[src/rtl/plic_gateway.sv]
// Per-source PLIC interrupt gateway: turns level/edge IRQ lines into a pending
// vector and tracks the claim/complete handshake for each source.
//
// state     | meaning
// ----------+-----------------------------------------------------------
// IDLE      | nothing forwarded; waiting for a level-high line or a queued edge
// PENDING   | forwarded to the target arbiter, waiting for a claim
// INSERVICE | claimed by a hart, waiting for a complete
module plic_gateway #(
    parameter int SOURCE_COUNT   = 16,
    parameter int SOURCE_WIDTH   = 5,
    parameter int EDGE_CNT_WIDTH = 4
) (
    input  logic                    clk,
    input  logic                    rst,
    input  logic [SOURCE_COUNT-1:0] irq_src_i,
    input  logic [SOURCE_COUNT-1:0] irq_edge_i,
    input  logic                    claim_req_i,
    input  logic [SOURCE_WIDTH-1:0] claim_idx_i,
    input  logic                    complete_req_i,
    input  logic [SOURCE_WIDTH-1:0] complete_idx_i,
    output logic [SOURCE_COUNT-1:0] irq_pending_o,
    output logic [SOURCE_COUNT-1:0] irq_inservice_o
);

    typedef enum logic [1:0] {
        ST_IDLE      = 2'b00,
        ST_PENDING   = 2'b01,
        ST_INSERVICE = 2'b10
    } state_t;

    localparam logic [EDGE_CNT_WIDTH-1:0] CNT_MAX = {EDGE_CNT_WIDTH{1'b1}};

    state_t                    state_q [SOURCE_COUNT];
    state_t                    state_d [SOURCE_COUNT];
    logic [EDGE_CNT_WIDTH-1:0] cnt_q   [SOURCE_COUNT];
    logic [EDGE_CNT_WIDTH-1:0] cnt_d   [SOURCE_COUNT];
    logic [SOURCE_COUNT-1:0]   src_q;
    logic [SOURCE_COUNT-1:0]   rise;
    logic [SOURCE_COUNT-1:0]   fwd;
    logic [SOURCE_COUNT-1:0]   claim_hit;
    logic [SOURCE_COUNT-1:0]   complete_hit;

    assign rise = irq_src_i & ~src_q;

    always_ff @(posedge clk) begin
        if (rst) begin
            src_q <= '0;
            for (int i = 0; i < SOURCE_COUNT; i++) begin
                state_q[i] <= ST_IDLE;
                cnt_q[i]   <= '0;
            end
        end else begin
            src_q <= irq_src_i;
            for (int i = 0; i < SOURCE_COUNT; i++) begin
                state_q[i] <= state_d[i];
                cnt_q[i]   <= cnt_d[i];
            end
        end
    end

    // ID 0 and IDs above SOURCE_COUNT never match any source, so they are dropped here.
    always_comb begin
        for (int i = 0; i < SOURCE_COUNT; i++) begin
            claim_hit[i]    = claim_req_i    && (claim_idx_i    == SOURCE_WIDTH'(i + 1));
            complete_hit[i] = complete_req_i && (complete_idx_i == SOURCE_WIDTH'(i + 1));
        end
    end

    always_comb begin
        for (int i = 0; i < SOURCE_COUNT; i++) begin
            state_d[i] = state_q[i];
            fwd[i]     = 1'b0;
            cnt_d[i]   = cnt_q[i];
            case (state_q[i])
                ST_IDLE: begin
                    if (irq_edge_i[i]) begin
                        if ((cnt_q[i] != '0) || rise[i]) begin
                            state_d[i] = ST_PENDING;
                            fwd[i]     = 1'b1;
                        end
                    end else if (irq_src_i[i]) begin
                        state_d[i] = ST_PENDING;
                    end
                end
                ST_PENDING: begin
                    if (claim_hit[i]) state_d[i] = ST_INSERVICE;
                end
                ST_INSERVICE: begin
                    if (complete_hit[i]) state_d[i] = ST_IDLE;
                end
                default: state_d[i] = ST_IDLE;
            endcase
            // A rise consumed by the same cycle's forward leaves the count unchanged.
            if (!irq_edge_i[i]) begin
                cnt_d[i] = '0;
            end else if (rise[i] && !fwd[i]) begin
                if (cnt_q[i] != CNT_MAX) cnt_d[i] = cnt_q[i] + 1'b1;
            end else if (!rise[i] && fwd[i]) begin
                cnt_d[i] = cnt_q[i] - 1'b1;
            end
        end
    end

    always_comb begin
        for (int i = 0; i < SOURCE_COUNT; i++) begin
            irq_pending_o[i]   = (state_q[i] == ST_PENDING);
            irq_inservice_o[i] = (state_q[i] == ST_INSERVICE);
        end
    end

endmodule

[config.mk]
export PLATFORM = sky130hd
export DESIGN_NAME = plic_gateway
export DESIGN_NICKNAME = d
export VERILOG_FILES = /design/src/rtl/plic_gateway.sv
export SDC_FILE = /design/constraint.sdc
export NUM_CORES = 1
export LEC_CHECK = 0
export CORE_ASPECT_RATIO = 0.5
export CORE_MARGIN = 2
export CORE_UTILIZATION = 54
export CTS_BUF_LIST = sky130_fd_sc_hd__clkbuf_4 sky130_fd_sc_hd__clkbuf_8
export CTS_CLUSTER_DIAMETER = 30
export DETAILED_ROUTE_END_ITERATION = 8
export GPL_TIMING_DRIVEN = 0
export PLACE_DENSITY = 0.8
export SETUP_SLACK_MARGIN = 0.05
export SLEW_MARGIN = 40
export SYNTH_ARGS = -nofsm -noshare
export SYNTH_HDL_FRONTEND = slang
export SYNTH_SLANG_ARGS = --single-unit
[constraint.sdc]
create_clock -name clk -period 2.5 [get_ports clk]
set_clock_uncertainty 0.15 [all_clocks]
set_input_delay 0.375 -clock clk [delete_from_list [all_inputs] [get_ports clk]]
set_output_delay 0.375 -clock clk [all_outputs]
set_load 0.01 [all_outputs]
**Run 1: power grid**

Pins as bars on the die edge. Tap cells in gray.
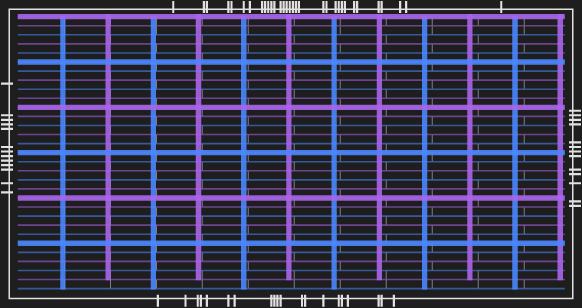
VDD: marked purple. VSS: marked blue.
12 straps on met4. The core has 30 rows. 31 met1 rails follow the rows.

**Run 1: placed cells, one color a class**

Bar = 50 um.
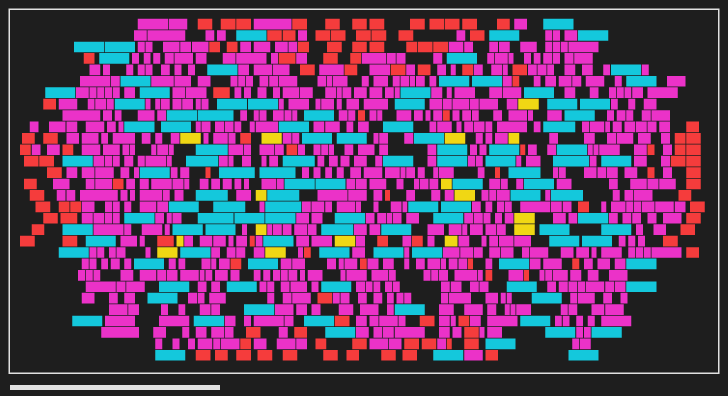
sequential cells: marked cyan, cells 112, share of their area 26%. combinational and other logic: marked magenta, cells 702, share of their area 60%. remaining buffers and delay cells: marked red, cells 121, share of their area 12%. clock drivers and dummy loads: marked yellow, cells 16, share of their area 2.1%.
Core Footprint: 13,400 um^2
Design Area, Final: 8920 um^2
FP Rows: 30
Post-Route Utilization: 0.665

**Run 1: the clock network**

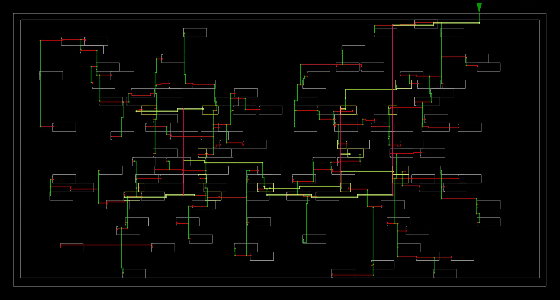
Latency at later pin: 0.38 ns
flop count: 112
clock network power: 1.04 mW
CTS buffer count: 9
CTS sink cnt: 112

**Run 1: clock distribution**

Bar = 50 um.
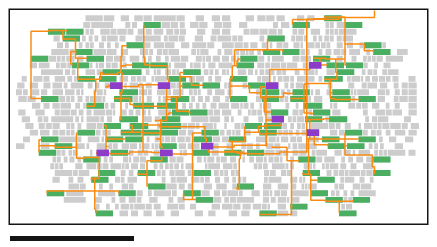
clock wires: marked orange, length 1,370 um. clock drivers: marked purple, count 9. flip-flops: marked green, count 112.
There are 10 routed clock nets.

==> flow_summary_export.csv, run 1 <==
group,metric,value,unit
status,status,"complete, no violations",
cells_and_area,dominant-cell-class,"combinational gates",
synth,synthMuxAreaShare,0.0405,
power_and_ir_drop,p_clk_frac,0.244,
timing,period_used_share,0.962,
timing,grt_setup_unrepaired,"true",
timing,tightestPinTransition,0.824,ns
drt,drt_iter0_markers,345,
drt,drtAntennaViolNets,0,
synth,netlist_area,7320,um^2
synth,syn_inst,852,
min_path,hold_depth,3,
synth,synth_nets,946,
setup_path,arrival,2.54,ns
setup_path,path_class,"reg -> reg",
cells_and_area,layout_top_cell_excl_fill_tap,"dfxtp_1",
drt,vias,6947,
synth,yosysUniqueCellTypes,51,
setup_path,reg2reg_to,"cnt_q[0][15]",
die,fp-utilization,0.546,
synth,post-synth-top-count-cell,"dfxtp_1",
timing,period_minus_slack,2.40,ns
clocking,clk_pin_slew,0.10,ns
clocking,cts_root_buf,"clkbuf_8",
global_routing,antenna_found_initial,0,
cells_and_area,comb_share,0.577,
timing,relSlewSlack,0.443,
synth,yosysWarnings,0,
cells_and_area,clkCellAreaFrac,0.0203,
cells_and_area,drive_gt1_frac,0.160,
synth,synth.comb.largest_family,"simple AND/OR/NAND/NOR gates",
setup_path,path_buffers,1,
synth,ys_sh_simple,0.330,
cells_and_area,nets,1040,
clocking,cts-hold-fix-buffers,0,
setup_path,cp-start-kind,"flop",
power_and_ir_drop,pg_comb,1.19,mW
power_and_ir_drop,switching_power,1.36,mW
synth,yosys_area,7320,um^2
synth,xor_area_frac,0.0191,
synth,top_area_frac,0.306,
clocking,htreeDepth,3,
timing,clock.fmax,416,MHz
drt,drt_first_pass_iters,5,
clocking,clockBufferDepth,2,
setup_path,r2r_slack,0.1,ns
power_and_ir_drop,maxPowerGroup,"sequential cells",
cells_and_area,seq_share,0.255,
setup_path,cp-startpoint,"state_q[0][7]",
drt,wire_per_inst,16.3,um
min_path,min_to,"cnt_q[0][31]",
synth,synth_top_cell_by_area,"dfxtp_1",
cells_and_area,fin_cells,1127,
power_and_ir_drop,p_seq,2.02,mW
cells_and_area,antenna_cells,0,
cells_and_area,buffers,121,
timing,fin_ws,0.0955,ns
cells_and_area,logic_gate_count,690,
die,die_y,86.3,um
synth,synthArstFlopShare,0,
global_routing,grt.total_usage,0.249,
drt,drc,0,
cells_and_area,areaGrowthSynthToFinish,21.8,%
synth,yosysCellCount,852,
timing,finalHoldViolCount,0,
global_routing,grt_max_degree,18,
setup_path,critical_path.top_delay_family,"AND-OR/OR-AND gates",
timing,finalSetupViolCount,0,
timing,maxSlewViolCount,0,
global_routing,grt-ovfl-total,0,
setup_path,path_max_fanout,7,
cells_and_area,ff_latch_area,2280,um^2
clocking,cts_tree,"yes",
power_and_ir_drop,seqPwrFrac,0.475,
synth,area_leaders,"dfxtp_1, nor2b_1, ha_1, nor3_1, fa_1",
synth,flop_cell,"dfxtp_1",
setup_path,endpoint_kind,"flop",
die,die_x,169,um
clocking,cts_resized,71,
synth,adder_share,0.0984,
job,drv_cap,0,
placed_design,dp_slack,-0.625,ns
drt,postRouteWirelength,18.4,mm
setup_path,path_depth,8,
synth,synth-compound-area-share,0.169,
die,die-area,14600,um^2
power_and_ir_drop,p_leak,3.65,nW
setup_path,crit_chain,"or3b_4 > buf_6 > nand2_4 > ha_4 > a21o_1 > a211o_1 > a22oi_2 > mux2_4",
placed_design,gp_congestion,0.916,
synth,synth_area_per_cell,8.59,um^2
power_and_ir_drop,ir_drop,246,uV
cells_and_area,fillers,1120,
power_and_ir_drop,p_sw_frac,0.320,
power_and_ir_drop,p_comb_frac,0.281,
setup_path,crit_slowest_cell,"or3b_4",
drt,via_per_inst,6.16,
setup_path,r2r_start,"state_q[0][7]",
## run 1: metal layers
layer	part of all wire	global-route usage
met5	0	0
met4	0.015	0.0658
met3	0.068	0.0543
met2	0.48	0.436
met1	0.44	0.316
## run 1: metrics by stage
| step | area (um^2) | hold slack, ns | utilization | setup TNS, ns |
|---|---|---|---|---|
| 2_1_floorplan | 7320 | 0.286 | - | 0 |
| 3_3_place_gp | 8310 | 0.306 | 0.620 | -8.64 |
| 3_5_place_dp | 8320 | 0.311 | 0.621 | -10.23 |
| 4_1_cts | 8690 | 0.310 | 0.648 | 0 |
| 5_1_grt | 8920 | 0.315 | 0.665 | 0 |
| 6_report | 8920 | 0.319 | 0.665 | 0 |
## run 1: flip-flops by register name, summed over array words and instances (netlist names)
signal	count
state_q	32
src_q	16
cnt_q	64
**Run 1: selected gate families**

Bar = 50 um.
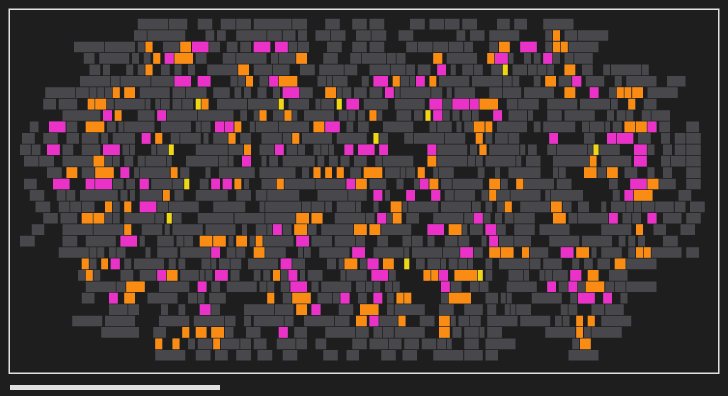

==> run 1 -> run 2 <==
GPL_TIMING_DRIVEN = unset   (was 0)
**Run 2: selected gate families**

Bar = 50 um.
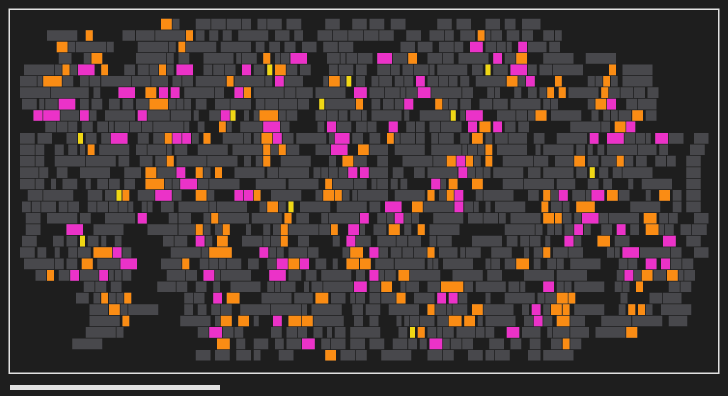
aoi and oai cells: marked orange, cells 135, most used a21oi_1, where all over the die. inv cells: marked yellow, cells 12, most used inv_1. and/or cells: marked magenta, cells 96, most used and3_1.
fraction of area in multi-input gates: 0.529
most used logic cell in the final layout: buf_4
final non-filler cell total: 1,203

==> flow_summary_export.csv, run 2 <==
group,metric,value,unit
cells_and_area,fillers,1055,
setup_path,cp-start-kind,"primary input",
synth,post-synth-top-count-cell,"dfxtp_1",
power_and_ir_drop,p_seq,2.00,mW
setup_path,endpoint_kind,"flop",
synth,synthMuxAreaShare,0.0405,
cells_and_area,seq_share,0.242,
synth,synth_nets,946,
drt,postRouteWirelength,18.5,mm
timing,period_used_share,0.961,
synth,edf_count,0,
timing,maxSlewViolCount,0,
cells_and_area,inverters,12,
cells_and_area,nets,1117,
drt,drc,0,
power_and_ir_drop,p_comb_frac,0.297,
clocking,cts_buffers,9,
die,die_x,169,um
synth,netlist_area,7320,um^2
cells_and_area,areaGrowthSynthToFinish,26.5,%
clocking,postCtsSetupBuffers,0,
timing,relSlewSlack,0.595,
synth,synth_flops,112,
die,rows,30,
cells_and_area,fin_util,0.691,
clocking,cts_tree,"yes",
setup_path,arrival,2.54,ns
cells_and_area,clkCellAreaFrac,0.0195,
setup_path,slowest_delay,0.49,ns
setup_path,path_class,"in -> reg",
setup_path,path_max_fanout,3,
clocking,cts_root_buf,"clkbuf_8",
clocking,clk_pin_slew,0.11,ns
global_routing,antenna_found_initial,0,
setup_path,critical_path.top_delay_family,"simple AND/OR/NAND/NOR gates",
synth,yosysWarnings,0,
die,die-area,14600,um^2
synth,synth.comb.largest_family,"simple AND/OR/NAND/NOR gates",
cells_and_area,logic_gate_count,690,
cells_and_area,nonClkBufAreaFrac,0.181,
power_and_ir_drop,p_leak,3.94,nW
drt,vias,7237,
die,die_y,86.3,um
global_routing,grt.busiest_layer,"met2",
cells_and_area,drive_gt1_frac,0.180,
timing,grt_setup_unrepaired,"true",
clocking,htreeDepth,3,
synth,top_area_frac,0.306,
drt,drt_iter0_markers,479,
drt,wl_met3,1.06,mm
global_routing,grt.total_usage,0.257,
power_and_ir_drop,maxPowerGroup,"sequential cells",
drt,wl_met2,9.13,mm
timing,finalSetupViolCount,0,
cells_and_area,top_register,"cnt_q",
power_and_ir_drop,pg_comb,1.28,mW
power_and_ir_drop,p_clk_frac,0.239,
synth,synth-compound-area-share,0.169,
synth,synth_area_per_cell,8.59,um^2
drt,drt_first_pass_iters,5,
synth,xor_area_frac,0.0191,
cells_and_area,ff_latch_area,2240,um^2
synth,adder_share,0.0984,
clocking,clock_sinks,112,
min_path,hp-class,"in -> reg",
clocking,clockBufferDepth,2,
drt,top_layer,"met4",
timing,clock.fmax,416,MHz
setup_path,crit_slowest_cell,"clkdlybuf4s50_1",
timing,period_minus_slack,2.40,ns
drt,wl_met1,8.04,mm
clocking,worstSkewPairLatency,0.39,ns
cells_and_area,dominant-cell-class,"combinational gates",
power_and_ir_drop,p_sw_frac,0.317,
timing,tightestPinTransition,0.600,ns
status,status,"complete, no violations",
placed_design,io_buffers,77,
die,fp-utilization,0.546,
cells_and_area,antenna_cells,0,
timing,fin_ws,0.0963,ns
synth,yosys_area,7320,um^2
synth,yosysUniqueCellTypes,51,
drt,wire_per_inst,15.4,um
global_routing,grt-ovfl-total,0,
global_routing,use_met2,0.475,
global_routing,grt_pass1_vias,6975,
placed_design,dp_slack,-0.363,ns
cells_and_area,largest_register_ffs,64,
synth,synth_top_cell_by_area,"dfxtp_1",
power_and_ir_drop,p_total,4.32,mW
clocking,cts-hold-fix-buffers,0,
power_and_ir_drop,ir_drop,244,uV
power_and_ir_drop,seqPwrFrac,0.464,
clocking,cts_resized,2,
timing,whs,0.117,ns
synth,area_leaders,"dfxtp_1, nor2b_1, ha_1, nor3_1, fa_1",
setup_path,critPathRequiredTime,2.63,ns
placed_design,gp_congestion,0.914,
global_routing,met3_usage,0.0461,
global_routing,grt_max_degree,30,
global_routing,use_met1,0.311,
power_and_ir_drop,pg_clk,1.03,mW
cells_and_area,flop-count,112,
drt,via_per_inst,6.02,
synth,flop_cell,"dfxtp_1",
timing,tns,0,ns
global_routing,grt_pass1_wl,30.8,mm
setup_path,path_buffers,1,
die,core_area,13400,um^2
synth,ys_sh_simple,0.330,
power_and_ir_drop,switching_power,1.37,mW
power_and_ir_drop,powerDensity,466,nW/um^2
cells_and_area,clock_buffers,10,
cells_and_area,largestRegisters,"cnt_q: 64 flops, state_q: 32 flops, src_q: 16 flops",
drt,drtAntennaViolNets,0,
synth,syn_inst,852,
timing,finalHoldViolCount,0,
synth,yosysCellCount,852,
cells_and_area,buffers,198,
setup_path,crit_chain,"clkdlybuf4s50_1 > or3b_4 > nand2_4 > ha_1 > and3_1 > a211o_1 > a22oi_2 > mux2_4",
synth,synthArstFlopShare,0,
job,drv_cap,0,
run 2: cell counts after synthesis:
No cell type changed its count.
run 2: metrics by stage:
stage	instance area, um^2	cells
after floorplan	7320	852
after global placement	9000	1188
after detailed placement	9000	1188
after CTS	9180	1203
after global routing	9260	1203
final	9260	1203
run 2: worst register-to-register path: stages (launching register included):
cell,delay [ns]
dfxtp_1,0.37
or3b_4,0.43
nand2_4,0.07
ha_1,0.25
and3_1,0.21
a211o_1,0.27
a22oi_2,0.17
mux2_4,0.32
run 2: path summary, 6_finish.rpt:
path	startpoint	endpoint	slack, ns	cells after the start
max reg2reg	state_q[0][11]	cnt_q[0][23]	0.16	7
min	rst	state_q[1][3]	0.12	2
min reg2reg	state_q[1][15]	state_q[1][14]	0.34	1
max	irq_edge_i[10]	cnt_q[1][11]	0.1	8
**Run 2: clock distribution**

Bar = 50 um.
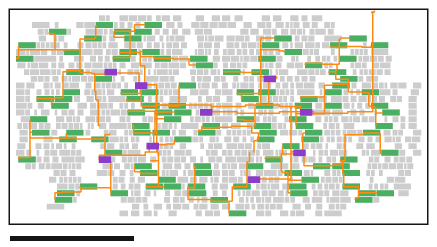

==> run 2 -> run 3 <==
CORE_ASPECT_RATIO = 1.4   (was 0.5)
**Run 3: clock distribution**

Bar = 20 um.
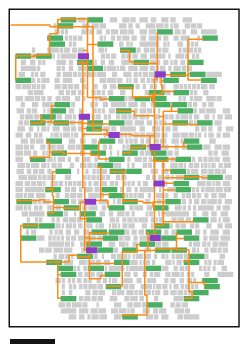
clock wires: marked orange, length 1,350 um. clock drivers: marked purple, count 9. flip-flops: marked green, count 112.
Position of the flops: all over the die.
Latency at later pin: 0.39 ns
clock network power: 1.14 mW

==> flow_summary_export.csv, run 3 <==
group,metric,value,unit
clocking,cts_tree,"yes",
synth,synth_nets,946,
cells_and_area,layout_top_cell_excl_fill_tap,"buf_4",
setup_path,critical_path.top_delay_family,"simple AND/OR/NAND/NOR gates",
synth,adder_share,0.0984,
drt,top_layer,"met4",
power_and_ir_drop,p_total,4.42,mW
status,status,"complete, no violations",
placed_design,dp_slack,-0.425,ns
global_routing,use_met2,0.457,
synth,synth_area_per_cell,8.59,um^2
synth,synth.comb.largest_family,"simple AND/OR/NAND/NOR gates",
power_and_ir_drop,ir_drop,296,uV
timing,whs,0.171,ns
drt,drt_iter0_markers,251,
power_and_ir_drop,p_seq,2.00,mW
die,fp-utilization,0.549,
die,rows,50,
clocking,htreeDepth,3,
timing,grt_setup_unrepaired,"true",
synth,area_leaders,"dfxtp_1, nor2b_1, ha_1, nor3_1, fa_1",
synth,synthArstFlopShare,0,
power_and_ir_drop,pg_comb,1.29,mW
drt,wl_met2,9.35,mm
timing,period_used_share,0.962,
drt,drc,0,
power_and_ir_drop,maxPowerGroup,"sequential cells",
cells_and_area,fin_cells,1217,
setup_path,r2r_start,"state_q[1][5]",
synth,yosysCellCount,852,
setup_path,reg2reg_to,"cnt_q[1][11]",
die,die-area,14500,um^2
cells_and_area,drive_gt1_frac,0.185,
min_path,hp-class,"in -> reg",
timing,relSlewSlack,0.618,
power_and_ir_drop,switching_power,1.36,mW
die,die_x,102,um
setup_path,r2r_slack,0.17,ns
synth,xor_area_frac,0.0191,
timing,finalHoldViolCount,0,
setup_path,crit_slowest_cell,"clkdlybuf4s50_1",
synth,synthMuxAreaShare,0.0405,
cells_and_area,final_cell_area,9350,um^2
global_routing,grt.total_usage,0.254,
synth,flop_cell,"dfxtp_1",
die,core_area,13300,um^2
drt,vias,7059,
clocking,cts_root_buf,"clkbuf_8",
timing,tightestPinTransition,0.568,ns
cells_and_area,areaGrowthSynthToFinish,27.7,%
global_routing,grt_max_degree,43,
power_and_ir_drop,p_sw_frac,0.308,
timing,finalSetupViolCount,0,
synth,ys_sh_simple,0.330,
synth,yosysUniqueCellTypes,51,
power_and_ir_drop,p_comb_frac,0.291,
drt,wl_met1,7.69,mm
setup_path,slowest_delay,0.48,ns
die,io_pins,78,
global_routing,grt_pass1_wl,30.0,mm
power_and_ir_drop,seqPwrFrac,0.452,
global_routing,use_met1,0.306,
clocking,postCtsSetupBuffers,0,
power_and_ir_drop,p_leak,3.99,nW
setup_path,path_class,"in -> reg",
drt,wl_met3,613,um
cells_and_area,nets,1124,
synth,synth-compound-area-share,0.169,
timing,period_minus_slack,2.40,ns
global_routing,met3_usage,0.0222,
synth,yosys_area,7320,um^2
clocking,clk_pin_slew,0.11,ns
setup_path,cp-start-kind,"primary input",
drt,drtAntennaViolNets,0,
synth,edf_count,0,
cells_and_area,largestRegisters,"cnt_q: 64 flops, state_q: 32 flops, src_q: 16 flops",
clocking,cts-hold-fix-buffers,0,
setup_path,path_max_fanout,3,
setup_path,arrival,2.54,ns
min_path,hold_depth,2,
setup_path,cp-startpoint,"irq_edge_i[5]",
synth,yosysWarnings,0,
synth,synth_flops,112,
setup_path,endpoint_kind,"flop",
timing,tns,0,ns
drt,wire_per_inst,14.9,um
clocking,cts_buffers,9,
power_and_ir_drop,powerDensity,473,nW/um^2
placed_design,io_buffers,77,
setup_path,reg2reg_depth,7,
synth,synth_top_cell_by_area,"dfxtp_1",
cells_and_area,top_register,"cnt_q",
global_routing,grt.busiest_layer,"met2",
job,drv_cap,0,
die,die_y,142,um
setup_path,critPathRequiredTime,2.63,ns
setup_path,path_depth,8,
global_routing,antenna_found_initial,0,
synth,netlist_area,7320,um^2
timing,maxSlewViolCount,0,
placed_design,dp.cells,1201,
drt,postRouteWirelength,18.1,mm
cells_and_area,largest_register_ffs,64,
clocking,clock_sinks,112,
timing,clock.fmax,416,MHz
timing,fin_ws,0.0961,ns
drt,drt_first_pass_iters,5,
synth,post-synth-top-count-cell,"dfxtp_1",
drt,via_per_inst,5.80,
setup_path,crit_chain,"clkdlybuf4s50_1 > or3b_4 > nand2_4 > ha_1 > and3_1 > a211o_1 > a22oi_2 > mux2_1",
min_path,min_from,"rst",
synth,top_area_frac,0.306,
cells_and_area,antenna_cells,0,
global_routing,grt-ovfl-total,0,
[run 3: how the worst max path moves through the flow]
stage                               to  slack [ns]
after floorplan           cnt_q[0][23]        0.07
after global placement    cnt_q[1][11]       -0.37
after detailed placement  cnt_q[1][11]       -0.42
after CTS                 cnt_q[0][23]        0.06
after global routing       cnt_q[0][7]        0.04
final                     cnt_q[0][23]         0.1
[run 3: repair_timing]
action / in CTS / in global routing
pin swaps: 0 / 3
endpoints found under the setup margin: 2 / 7
gates resized: 2 / 18
[run 3: area by class of cell]
type | count | area, um^2
fillers | 1052 | 3980
clock buffers | 10 | 138
flip-flops and latches | 112 | 2240
clock inverters | 6 | 66.3
inverters | 12 | 45.0
multi-input cells | 690 | 4890
repair buffers | 205 | 1740
well taps | 182 | 228
No activity file was given, so power comes from the tool's default toggle rates.
